--- config.mk ---
export PLATFORM = sky130hd
export DESIGN_NAME = gray_ptr_rd_ctrl
export DESIGN_NICKNAME = d
export VERILOG_FILES = /design/src/rtl/gray_ptr_rd_ctrl.sv
export SDC_FILE = /design/constraint.sdc
export NUM_CORES = 1
export LEC_CHECK = 0
export ABC_CLOCK_PERIOD_IN_PS = 3400
export CELL_PAD_IN_SITES_DETAIL_PLACEMENT = 1
export CELL_PAD_IN_SITES_GLOBAL_PLACEMENT = 1
export CORE_UTILIZATION = 36
export CTS_BUF_LIST = sky130_fd_sc_hd__clkbuf_16
export CTS_CLUSTER_DIAMETER = 120
export CTS_CLUSTER_SIZE = 8
export DETAILED_ROUTE_END_ITERATION = 7
export PLACE_DENSITY = 0.73
export SLEW_MARGIN = 20
export SYNTH_ARGS = -nofsm -noshare
export SYNTH_HDL_FRONTEND = slang
export SYNTH_SLANG_ARGS = --single-unit
--- constraint.sdc ---
create_clock -name clk_i -period 3.4 [get_ports clk_i]
set_input_delay 0.51 -clock clk_i [delete_from_list [all_inputs] [get_ports clk_i]]
set_output_delay 0.51 -clock clk_i [all_outputs]
set_load 0.1 [all_outputs]
--- src/rtl/gray_ptr_rd_ctrl.sv ---
// Read-side controller of an async FIFO: synchronises the Gray write pointer and decodes it to binary.
// Tracks the read pointer and derives occupancy, empty/valid and a sticky overflow flag.
module gray_ptr_rd_ctrl #(
    parameter int width       = 4,
    parameter int speed       = 2,
    parameter int sync_stages = 2
) (
    input  logic             clk_i,
    input  logic             rst_i,
    input  logic [width:0]   wptr_gray_i,
    input  logic             rd_req_i,
    output logic             rd_valid_o,
    output logic [width-1:0] rd_addr_o,
    output logic [width:0]   rptr_gray_o,
    output logic [width:0]   level_o,
    output logic             empty_o,
    output logic             overflow_err_o
);

    localparam int n    = width + 1;
    localparam int lvls = $clog2(n);

    localparam logic [width:0] depth_c = {1'b1, {width{1'b0}}};

    // Suffix XOR from the MSB: x[j] holds g[width-j], so the suffix becomes a prefix over x.
    function automatic logic [width:0] gray_to_bin(input logic [width:0] g);
        logic [width:0] x;
        logic [width:0] b;
        for (int j = 0; j < n; j++) x[j] = g[width-j];
        case (speed)
            32'sd2: begin
                for (int k = 0; k < lvls; k++)
                    for (int j = 0; j < n; j++)
                        if ((j >> k) % 2 == 1) x[j] = x[j] ^ x[((j >> k) << k) - 1];
            end
            32'sd1: begin
                for (int k = 0; k < lvls; k++)
                    for (int j = 0; j < n; j++)
                        if ((j + 1) % (2 ** (k + 1)) == 0) x[j] = x[j] ^ x[j - 2 ** k];
                for (int k = lvls - 2; k >= 0; k--)
                    for (int j = 0; j < n; j++)
                        if (((j + 1) % (2 ** (k + 1)) == 2 ** k) && (j >= 2 ** (k + 1)))
                            x[j] = x[j] ^ x[j - 2 ** k];
            end
            default: begin
                for (int j = 1; j < n; j++) x[j] = x[j] ^ x[j-1];
            end
        endcase
        for (int j = 0; j < n; j++) b[width-j] = x[j];
        return b;
    endfunction

    logic [width:0] sync_q [sync_stages];
    logic [width:0] wptr_bin_q, wptr_bin_d;
    logic [width:0] rptr_bin_q, rptr_bin_d;
    logic [width:0] rptr_gray_q, rptr_gray_d;
    logic           overflow_q, overflow_d;
    logic [width:0] level_s;
    logic           empty_s;
    logic           pop_s;

    // Plain flop chain on the asynchronous Gray write pointer.
    always_ff @(posedge clk_i) begin
        if (rst_i) begin
            for (int i = 0; i < sync_stages; i++) sync_q[i] <= '0;
        end else begin
            sync_q[0] <= wptr_gray_i;
            for (int i = 1; i < sync_stages; i++) sync_q[i] <= sync_q[i-1];
        end
    end

    // Next-state logic; a request while empty leaves the read pointer untouched.
    always_comb begin
        wptr_bin_d  = gray_to_bin(sync_q[sync_stages-1]);
        level_s     = wptr_bin_q - rptr_bin_q;
        empty_s     = (level_s == '0);
        pop_s       = rd_req_i & ~empty_s;
        rptr_bin_d  = rptr_bin_q + {{width{1'b0}}, pop_s};
        rptr_gray_d = rptr_bin_d ^ (rptr_bin_d >> 1);
        overflow_d  = overflow_q | (level_s > depth_c);
    end

    // Pointer and flag registers; reset wins over a concurrent pop.
    always_ff @(posedge clk_i) begin
        if (rst_i) begin
            wptr_bin_q  <= '0;
            rptr_bin_q  <= '0;
            rptr_gray_q <= '0;
            overflow_q  <= 1'b0;
        end else begin
            wptr_bin_q  <= wptr_bin_d;
            rptr_bin_q  <= rptr_bin_d;
            rptr_gray_q <= rptr_gray_d;
            overflow_q  <= overflow_d;
        end
    end

    assign level_o        = level_s;
    assign empty_o        = empty_s;
    assign rd_valid_o     = ~empty_s;
    assign rd_addr_o      = rptr_bin_q[width-1:0];
    assign rptr_gray_o    = rptr_gray_q;
    assign overflow_err_o = overflow_q;

endmodule

Figure 1. Met1 routing.
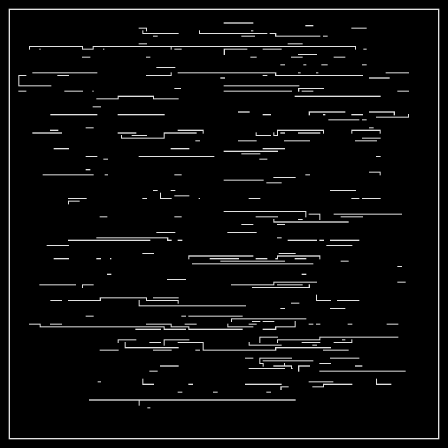
- wire length on this layer: 800 um
- main direction: horizontal
- nets with wire on the layer: 121

Figure 2. Met2 routing.
The bar under the picture is 20 um long.
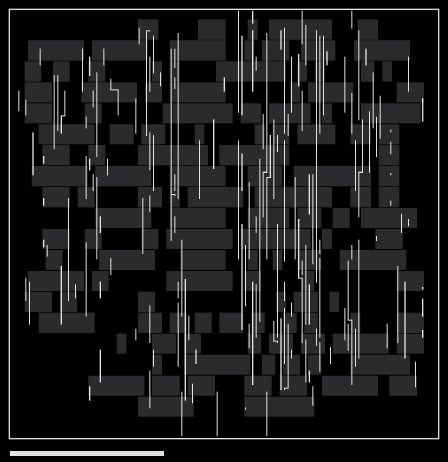
- share of all routed wire: 51%
- nets with wire on the layer: 125

Figure 3. Met3 routing.
The bar under the picture is 20 um long.
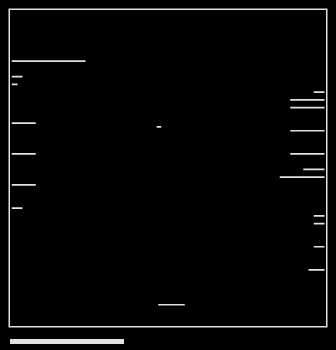
- longest straight run: 12.6 um
- wire length on this layer: 75.7 um
- main direction: horizontal
- share of all routed wire: 4.1%
- nets with wire on the layer: 19
via count: 750
M3 GR Usage: 3.023%
final wirelength: 1849 um

Figure 4. A small window of the routed layout.
The bar under the picture is 5 um long. Region (4, 32) to (24, 52) um. Cells in grey, sequential cells in the stronger grey; small squares are vias.
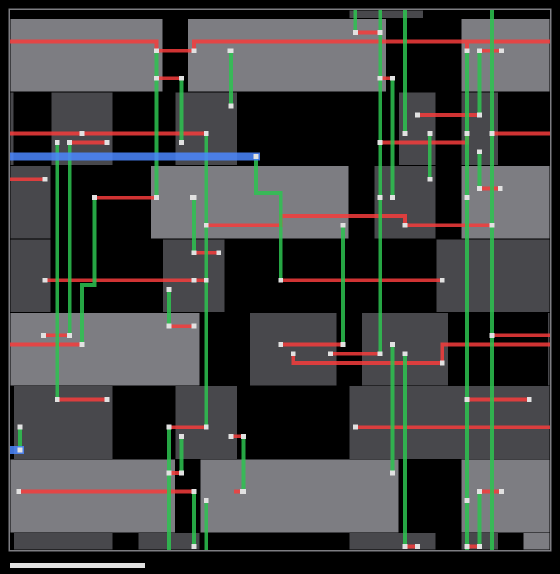
- green: M2
- blue: M3
- red: M1
- cells with their middle in the window: 17
- sequential cells in the window: 6
- most frequent: dfxtp_1 (6), nor2b_1 (4), xor2_1 (2)
- netlist names of flops here include: sync_q (6)

==> impl_metrics.toml <==
# implementation run metrics
[cells_and_area]
final_net_count = 145
largestClassByArea = "multi-input combinational cells"
drive_gt1_share_pct = 23.26
n_antenna_cell = 0
nFlopsAndLatches = 25
final_area_mm2 = 0.001510
comb_share_pct = 39.60
bufAreaShareNonClock_pct = 15.58
final-comb-area_um2 = 598.1
clock_buffers = 3
area_delta_synth_final_pct = 46.13
inv_count = 9

[grt]
grt_pass1_vias = 777
antenna_found_initial = 0

[yosys]
synth_cells = 103
top_cell_area_share_pct = 48.43
yosys.area.top_type = "dfxtp_1"
ys_async_sr_fraction_pct = 0
enable_flop_cells = 0
yosys_warnings = 0
netlist_top_cells_count = "25 x dfxtp_1, 16 x nor2b_1, 10 x nor2_1"

[min_path]
hold_depth = 1
min_path_type = "flop to flop"
min_to = "sync_q[0][9]$_SDFF_PP0_"

[detailed_routing]
first_pass_iters = 2
drt_iter0_drc = 10

[final_timing]
maxSlewHeadroom_pct = 35.55
holdWs_ps = 436.4
rsz0062_at_grt = "no"
period_minus_slack_ps = 2957
hold_viol_final = 0
min_period_over_period_pct = 86.98
slew_violations = 0

[power]
pg_clk_w = 0.000264
p_int_w = 0.0007179
pwr-share-seq_pct = 24.2
p_seq_w = 0.000347
p_comb_share_pct = 57.3
power.total_w = 0.001432
p_sw_w = 0.0007140
swShare_pct = 49.86
maxPowerGroup = "combinational logic"

[placed_design]
pre_cts_ws_ps = 457.0
place_area_mm2 = 0.001429
hpwl_um = 1405
portBuffers = 24

[critical_path]
reg2reg_from = "wptr_bin_q[0]$_SDFF_PP0_"
crit_path_max_fanout = 3
critPathRequiredTime_ps = 2890
criticalPathCategory = "flop to output pin"
cp_slowest_cell = "fa_2"
slowest_delay_ps = 390
r2r.worst_path.cells = 15

[floorplan]
chipArea_mm2 = 0.003089
fp_util_pct = 37.80

[clock_tree]
ctsResizeCount = 0
cts.sinks = 25
tritoncts = "done"
h-tree-depth = 1

[status]
status = "finished, final reports clean"
==> placed cells by master, fill, tap and decap left out, types with 3 or more instances in the layout <==
master and instances:
a21oi_1 3, buf_4 6, clkbuf_16 3, clkdlybuf4s50_1 17
dfxtp_1 20, dfxtp_4 4, ha_4 3, inv_1 7
nand2_1 3, nor2_1 10, nor2b_1 16, xnor2_1 5
xor2_1 6
==> per-layer routing <==
metal	up-vias	wire, um	share of wire, %
met2	20	942	51
met4	0	31	1.7
li1	380	-	-
met5	-	0	0
met3	2	75	4.1
met1	348	800	43
==> logic make-up (layout without fill, tap and decap cells) <==
logic type | count (synthesis) | after routing | synth area share [%]
flip-flops | 25 | 25 | 48.43
XOR/XNOR | 14 | 14 | 11.86
multiplexers | 1 | 1 | 0.9686
adder cells (fa/ha/maj) | 7 | 7 | 9.201
AND-OR/OR-AND | 8 | 8 | 5.085
AND/OR/NAND/NOR | 37 | 37 | 20.46
buffers and inverters | 11 | 37 | 3.995
==> registers in the layout (all words and copies together) (netlist names) <==
register and cells:
rptr_gray_o 5, overflow_err_o 1, sync_q 10, rptr_bin_q 4, wptr_bin_q 5
==> worst max-delay path by stage <==
stage,startpoint,slack [ps],depth (start not counted),endpoint
finish,wptr_bin_q[0]$_SDFF_PP0_,440,9,rd_valid_o
global route,wptr_bin_q[0]$_SDFF_PP0_,250,15,rptr_gray_o[3]$_SDFF_PP0_
CTS,wptr_bin_q[0]$_SDFF_PP0_,410,9,rd_valid_o
detailed placement,wptr_bin_q[0]$_SDFF_PP0_,460,15,rptr_gray_o[3]$_SDFF_PP0_
global placement,wptr_bin_q[0]$_SDFF_PP0_,550,15,rptr_gray_o[3]$_SDFF_PP0_
floorplan,rptr_bin_q[2]$_SDFF_PP0_,-970,7,rd_valid_o
Power and IR drop assume default switching activity.
